`config.mk`:
```
export PLATFORM = sky130hd
export DESIGN_NAME = pipeline_sequencer
export DESIGN_NICKNAME = d
export VERILOG_FILES = /design/src/rtl/processor_pkg.sv /design/src/rtl/hazard_unit.sv /design/src/rtl/pipeline_sequencer.sv
export SDC_FILE = /design/constraint.sdc
export NUM_CORES = 1
export LEC_CHECK = 0
export CORE_MARGIN = 1
export CORE_UTILIZATION = 52
export CTS_CLUSTER_SIZE = 30
export DETAILED_ROUTE_END_ITERATION = 8
export GPL_TIMING_DRIVEN = 0
export PLACE_DENSITY = 0.9
export SLEW_MARGIN = 20
export SYNTH_ARGS = -nofsm -noshare
export SYNTH_HDL_FRONTEND = slang
export SYNTH_SLANG_ARGS = --single-unit
```
`constraint.sdc`:
```
create_clock -name clock -period 4.8 [get_ports clock]
set_input_delay 0.72 -clock clock [delete_from_list [all_inputs] [get_ports clock]]
set_output_delay 0.72 -clock clock [all_outputs]
set_load 0.05 [all_outputs]
```
`src/rtl/processor_pkg.sv`:
```
// Shared definitions for the four-stage (F, D, E, W) processor pipeline.
// Holds the opcode encodings, the instruction register-field positions, the
// sequencer state type and a small register-reference record used by hazard
// detection.
package processor_pkg;

  // Instruction layout: [3:0] opcode, [5:4] R2, [7:6] R1.
  localparam int unsigned OP_LSB = 0;
  localparam int unsigned OP_MSB = 3;
  localparam int unsigned R2_LSB = 4;
  localparam int unsigned R2_MSB = 5;
  localparam int unsigned R1_LSB = 6;
  localparam int unsigned R1_MSB = 7;

  // Full 4-bit opcodes.
  localparam logic [3:0] OP_LOAD  = 4'h0;
  localparam logic [3:0] OP_STOP  = 4'h1;
  localparam logic [3:0] OP_STORE = 4'h2;
  localparam logic [3:0] OP_ADD   = 4'h4;
  localparam logic [3:0] OP_BZ    = 4'h5;
  localparam logic [3:0] OP_SUB   = 4'h6;
  localparam logic [3:0] OP_NAND  = 4'h8;
  localparam logic [3:0] OP_BNZ   = 4'h9;
  localparam logic [3:0] OP_NOP   = 4'hA;
  localparam logic [3:0] OP_BPZ   = 4'hD;

  // shift and ori ignore opcode bit 3 (x011 / x111).
  localparam logic [2:0] OP3_SHIFT = 3'b011;
  localparam logic [2:0] OP3_ORI   = 3'b111;

  // ori implicitly reads and writes register 1.
  localparam logic [1:0] ORI_REG = 2'd1;

  typedef enum logic [1:0] {
    RUN,
    DRAIN,
    HALTED
  } state_e;

  // A register operand: whether it is used and which register it names.
  typedef struct packed {
    logic       en;
    logic [1:0] idx;
  } reg_ref_t;

endpackage

```
`src/rtl/hazard_unit.sv`:
```
// Combinational read-after-write hazard detector.
// Decodes the read set of the D-stage instruction and the write sets of the
// E- and W-stage instructions; flags a hazard when D reads a register that
// either older instruction will write. The register file has no bypass, so a
// writer still in W counts as well.
//
// Ports:
//   i_ir_d   instruction in D (reader)
//   i_ir_e   instruction in E (writer candidate)
//   i_ir_w   instruction in W (writer candidate)
//   o_hazard D must stall this cycle
module hazard_unit
  import processor_pkg::*;
(
  input  logic [7:0] i_ir_d,
  input  logic [7:0] i_ir_e,
  input  logic [7:0] i_ir_w,
  output logic       o_hazard
);

  // Destination register of an instruction, if it writes one.
  function automatic reg_ref_t dec_write(input logic [7:0] ir);
    logic [3:0] op;
    reg_ref_t   wr;
    op = ir[OP_MSB:OP_LSB];
    wr = '0;
    if (op == OP_LOAD || op == OP_ADD || op == OP_SUB || op == OP_NAND ||
        op[2:0] == OP3_SHIFT) begin
      wr = '{en: 1'b1, idx: ir[R1_MSB:R1_LSB]};
    end else if (op[2:0] == OP3_ORI) begin
      wr = '{en: 1'b1, idx: ORI_REG};
    end
    return wr;
  endfunction

  // Source registers of an instruction: {first operand, second operand}.
  function automatic logic [5:0] dec_read(input logic [7:0] ir);
    logic [3:0] op;
    reg_ref_t   rd1;
    reg_ref_t   rd2;
    op  = ir[OP_MSB:OP_LSB];
    rd1 = '0;
    rd2 = '0;
    case (op)
      OP_ADD, OP_SUB, OP_NAND, OP_STORE: begin
        rd1 = '{en: 1'b1, idx: ir[R1_MSB:R1_LSB]};
        rd2 = '{en: 1'b1, idx: ir[R2_MSB:R2_LSB]};
      end
      OP_LOAD: rd2 = '{en: 1'b1, idx: ir[R2_MSB:R2_LSB]};
      OP_STOP, OP_BZ, OP_BNZ, OP_BPZ, OP_NOP: begin
        rd1 = '0;
        rd2 = '0;
      end
      default: begin
        if (op[2:0] == OP3_SHIFT) begin
          rd1 = '{en: 1'b1, idx: ir[R1_MSB:R1_LSB]};
        end else if (op[2:0] == OP3_ORI) begin
          rd1 = '{en: 1'b1, idx: ORI_REG};
        end
      end
    endcase
    return {rd1, rd2};
  endfunction

  function automatic logic hits(input reg_ref_t rd, input reg_ref_t wr);
    return rd.en && wr.en && (rd.idx == wr.idx);
  endfunction

  reg_ref_t w_rd1;
  reg_ref_t w_rd2;
  reg_ref_t w_wr_e;
  reg_ref_t w_wr_w;

  assign {w_rd1, w_rd2} = dec_read(i_ir_d);
  assign w_wr_e         = dec_write(i_ir_e);
  assign w_wr_w         = dec_write(i_ir_w);

  assign o_hazard = hits(w_rd1, w_wr_e) | hits(w_rd1, w_wr_w) |
                    hits(w_rd2, w_wr_e) | hits(w_rd2, w_wr_w);

  // R2 fields of the older instructions never matter: they only write R1.
  logic w_unused_fields;
  assign w_unused_fields = ^{i_ir_e[R2_MSB:R2_LSB], i_ir_w[R2_MSB:R2_LSB]};

endmodule

```
`src/rtl/pipeline_sequencer.sv`:
```
// Pipeline sequencer for the four-stage (F, D, E, W) processor.
// Generates the PC and D/E/W instruction-register load/clear enables, stalls D
// on read-after-write hazards, squashes wrong-path instructions on a taken
// branch, drains and halts on a retiring stop, and keeps saturating cycle and
// hazard-stall counters.
//
// Ports:
//   clock, resetn     system clock, asynchronous active-low reset
//   ir_d/ir_e/ir_w    instructions currently in D, E and W
//   branch_taken      E-stage branch resolved taken this cycle
//   pc_load           PC advances (or takes the branch target)
//   ir_d_load/flush_d D register capture / load nop (flush wins)
//   ir_e_load/bubble_e E register capture / load nop (bubble wins)
//   ir_w_load         W register captures E
//   halted            pipeline stopped (registered)
//   cycle_count       cycles spent not halted, saturating
//   stall_count       hazard stall cycles, saturating
module pipeline_sequencer
  import processor_pkg::*;
#(
  parameter int unsigned CNT_W   = 32,
  parameter int unsigned STALL_W = 16
) (
  input  logic               clock,
  input  logic               resetn,
  input  logic [7:0]         ir_d,
  input  logic [7:0]         ir_e,
  input  logic [7:0]         ir_w,
  input  logic               branch_taken,
  output logic               pc_load,
  output logic               ir_d_load,
  output logic               flush_d,
  output logic               ir_e_load,
  output logic               bubble_e,
  output logic               ir_w_load,
  output logic               halted,
  output logic [CNT_W-1:0]   cycle_count,
  output logic [STALL_W-1:0] stall_count
);

  state_e               r_state;
  state_e               w_state_next;
  logic [CNT_W-1:0]     r_cycle_count;
  logic [STALL_W-1:0]   r_stall_count;

  logic w_hazard;
  logic w_d_is_stop;
  logic w_w_is_stop;
  logic w_stall_inc;
  logic w_pc_load;
  logic w_ir_d_load;
  logic w_flush_d;
  logic w_ir_e_load;
  logic w_bubble_e;
  logic w_ir_w_load;

  hazard_unit u_hazard_unit (
    .i_ir_d   (ir_d),
    .i_ir_e   (ir_e),
    .i_ir_w   (ir_w),
    .o_hazard (w_hazard)
  );

  assign w_d_is_stop = (ir_d[OP_MSB:OP_LSB] == OP_STOP);
  assign w_w_is_stop = (ir_w[OP_MSB:OP_LSB] == OP_STOP);

  always_comb begin
    w_state_next = r_state;
    w_pc_load    = 1'b0;
    w_ir_d_load  = 1'b0;
    w_flush_d    = 1'b0;
    w_ir_e_load  = 1'b0;
    w_bubble_e   = 1'b0;
    w_ir_w_load  = 1'b0;
    w_stall_inc  = 1'b0;

    unique case (r_state)
      RUN: begin
        if (branch_taken) begin
          // Squash the wrong-path instructions in D and E.
          w_pc_load   = 1'b1;
          w_flush_d   = 1'b1;
          w_bubble_e  = 1'b1;
          w_ir_w_load = 1'b1;
        end else if (w_hazard) begin
          // Hold F and D, let the writer move on, insert a bubble into E.
          w_bubble_e  = 1'b1;
          w_ir_w_load = 1'b1;
          w_stall_inc = 1'b1;
        end else if (w_d_is_stop) begin
          w_flush_d    = 1'b1;
          w_ir_e_load  = 1'b1;
          w_ir_w_load  = 1'b1;
          w_state_next = DRAIN;
        end else begin
          w_pc_load   = 1'b1;
          w_ir_d_load = 1'b1;
          w_ir_e_load = 1'b1;
          w_ir_w_load = 1'b1;
        end
      end

      DRAIN: begin
        if (branch_taken) begin
          // An older branch ahead of the stop discards it; resume fetching.
          w_pc_load    = 1'b1;
          w_flush_d    = 1'b1;
          w_bubble_e   = 1'b1;
          w_ir_w_load  = 1'b1;
          w_state_next = RUN;
        end else begin
          w_flush_d   = 1'b1;
          w_ir_e_load = 1'b1;
          w_ir_w_load = 1'b1;
          if (w_w_is_stop) begin
            w_state_next = HALTED;
          end
        end
      end

      HALTED: w_state_next = HALTED;

      default: w_state_next = RUN;
    endcase
  end

  // Enables are held off while reset is asserted.
  assign pc_load   = resetn & w_pc_load;
  assign ir_d_load = resetn & w_ir_d_load;
  assign flush_d   = resetn & w_flush_d;
  assign ir_e_load = resetn & w_ir_e_load;
  assign bubble_e  = resetn & w_bubble_e;
  assign ir_w_load = resetn & w_ir_w_load;

  always_ff @(posedge clock or negedge resetn) begin
    if (!resetn) begin
      r_state       <= RUN;
      r_cycle_count <= '0;
      r_stall_count <= '0;
    end else begin
      r_state <= w_state_next;
      // The cycle that enters HALTED is still counted: r_state is DRAIN then.
      if (r_state != HALTED && r_cycle_count != '1) begin
        r_cycle_count <= r_cycle_count + CNT_W'(1);
      end
      if (w_stall_inc && r_stall_count != '1) begin
        r_stall_count <= r_stall_count + STALL_W'(1);
      end
    end
  end

  assign halted      = (r_state == HALTED);
  assign cycle_count = r_cycle_count;
  assign stall_count = r_stall_count;

endmodule
```
==> images/drive_strength.png <==
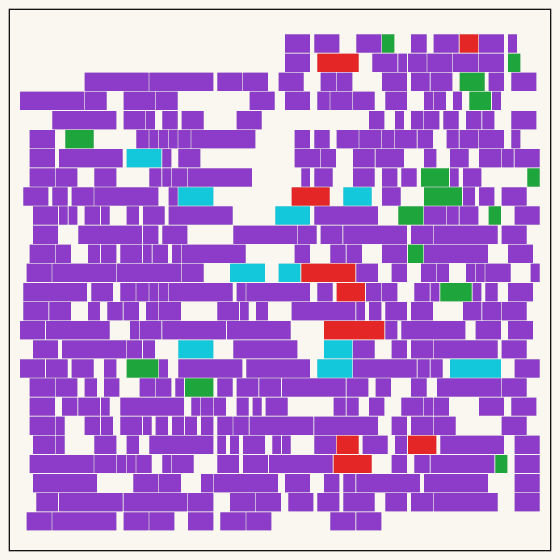
size	color	cells
drive 6 and up	cyan	10
drive 3 to 4	red	9
drive 1 or less	purple	340
drive 2	green	15
final worst slack: 0.391 ns
final instance area: 3830 sq um
P&R area growth vs syn: 31.5%

==> results.toml <==
# generated from flow reports
[critical_path]
r2r_start = "stall_count[0]$_DFFE_PN0P_"
required_ns = 4.08
cp-start-kind = "input port"
crit_family = "buffers and inverters"
crit_end = "ir_d_load"
critPathMaxStageDelay_ns = 0.84
worst_r2r_path_depth = 7
crit_slowest_cell = "clkdlybuf4s50_1"
worstSetupPathDepth = 10
startpoint = "ir_w[2]"
crit_path_end_kind = "output pin"
timing.reg2reg.setup_slack_ns = 2.41
reg2reg_to = "stall_count[1]$_DFFE_PN0P_"
arrival_ns = 3.69
critPathBufInv = 4

[run_status]
outcome = "completed"

[finish]
regArea_sq_um = 1250
comb.multi_input.count = 229
bufAreaShareNonClock_pct = 20.7
fin_nets = 402
clock_area_share_pct = 2.48
drive_gt1_share_pct = 9.09
n_fill_cell = 394
antenna_cells = 0
mostFrequentLayoutCells = "clkdlybuf4s50_1 (71), dfrtp_1 (50), xnor2_1 (34)"
n_all_buffers = 82
comb-cell-share_pct = 41.4

[grt]
track_usage_pct = 22.2
grt_pass1_vias = 2290
grt_pass1_wl_microns = 10700
grt_max_degree = 30

[floorplan]
dieArea_sq_um = 5910
taps = 70
io_pins = 82
fp_util_pct = 55.6
die_w_microns = 76.9

[placed_design]
port_buffers = 72
dp_hpwl_microns = 4850
placed_area_sq_um = 3740
place_congestion = 0.855

[logic_synthesis]
edf_count = 0
adder_share_pct = 0.859
xor_share_pct = 15.0
top_cells_by_area = "dfrtp_1 (43%), xnor2_1 (10%), xor2_1 (4.8%)"
synthesis.area_sq_um = 2910
ys_cells = 293
synthTopCellsByCount = "dfrtp_1 (50), xnor2_1 (34), nand3_1 (25)"
ys_sh_aoi_pct = 9.23
synth_cell_type_count = 61
yosysMostFrequentCell = "dfrtp_1"
ys_area_sq_um = 2910
synth_area_leader_cell = "dfrtp_1"
yosysWarnings = 0
synthTopLogicFamily = "simple AND/OR/NAND/NOR gates"
syn_inst = 293
synthMuxAreaShare_pct = 2.15

[routing]
drt-total-wl_microns = 6370
dr.first_iter.drc_count = 137
wire_per_inst_microns = 14.4
dr.pass1.iters = 4
vias_per_cell = 5.64
drc_errors = 0

[power]
powerComb_uw = 298
pg_clk_uw = 259
ir_worst_vdd_uv = 303
powerDensity_nw_per_um2 = 270
pwr-share-clk_pct = 25.1

[clocking]
cts_buffer_depth = 2
clock_latency_ns = 0.30
cts_setup_buffers = 0
cts_buffers = 5
cts_root_buf = "clkbuf_8"
cts_tree = "yes"
h-tree-depth = 2

[final_timing]
final_hold_viol_count = 0
holdWs_ns = 0.379
setup_viol = 0
relSlewSlack_pct = 59.5

[hold_path]
hold_path.class = "in -> async"

[run]
max_cap_violations = 0
==> images/cell_classes.png <==
Fill, decap, tap and diode cells in gray.
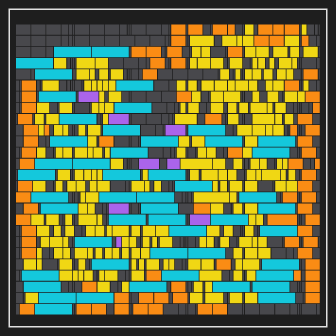
class	color	cells
other buffers and delay cells	orange	82
clock drivers and dummy loads	purple	8
all other logic	yellow	234
flip-flops	cyan	50
Row Count: 26
sequential portion of the cell area: 32.6%
Core ar.: 5240 sq um
Util after Layout: 73.2%

worst register-to-register path, stage by stage, from the launching register on:
cell and delay [ns]:
dfrtp_1 0.42, ha_1 0.23, and3_1 0.19, and2_0 0.26, and4_4 0.27, nor4_4 0.38, and2_4 0.25, mux2_4 0.29
per-layer routing:
metal,share of wire [%],global-route usage (%),up-vias
met5,0,0,-
met2,49,37.1,68
met3,4.1,4.05,8
met1,46,30.2,1215
li1,-,-,1211
met4,0.75,4.04,0
metrics by stage:
stage,util (%),cells
6_report,73.2,444
3_5_place_dp,71.4,436
4_1_cts,73.2,444
3_3_place_gp,71.1,435
5_1_grt,73.2,444
2_1_floorplan,-,293
sequential cells by signal (all words and copies together) (netlist names):
name         flops
cycle_count     32
r_state          2
stall_count     16
No activity file was given, so power comes from the tool's default toggle rates.
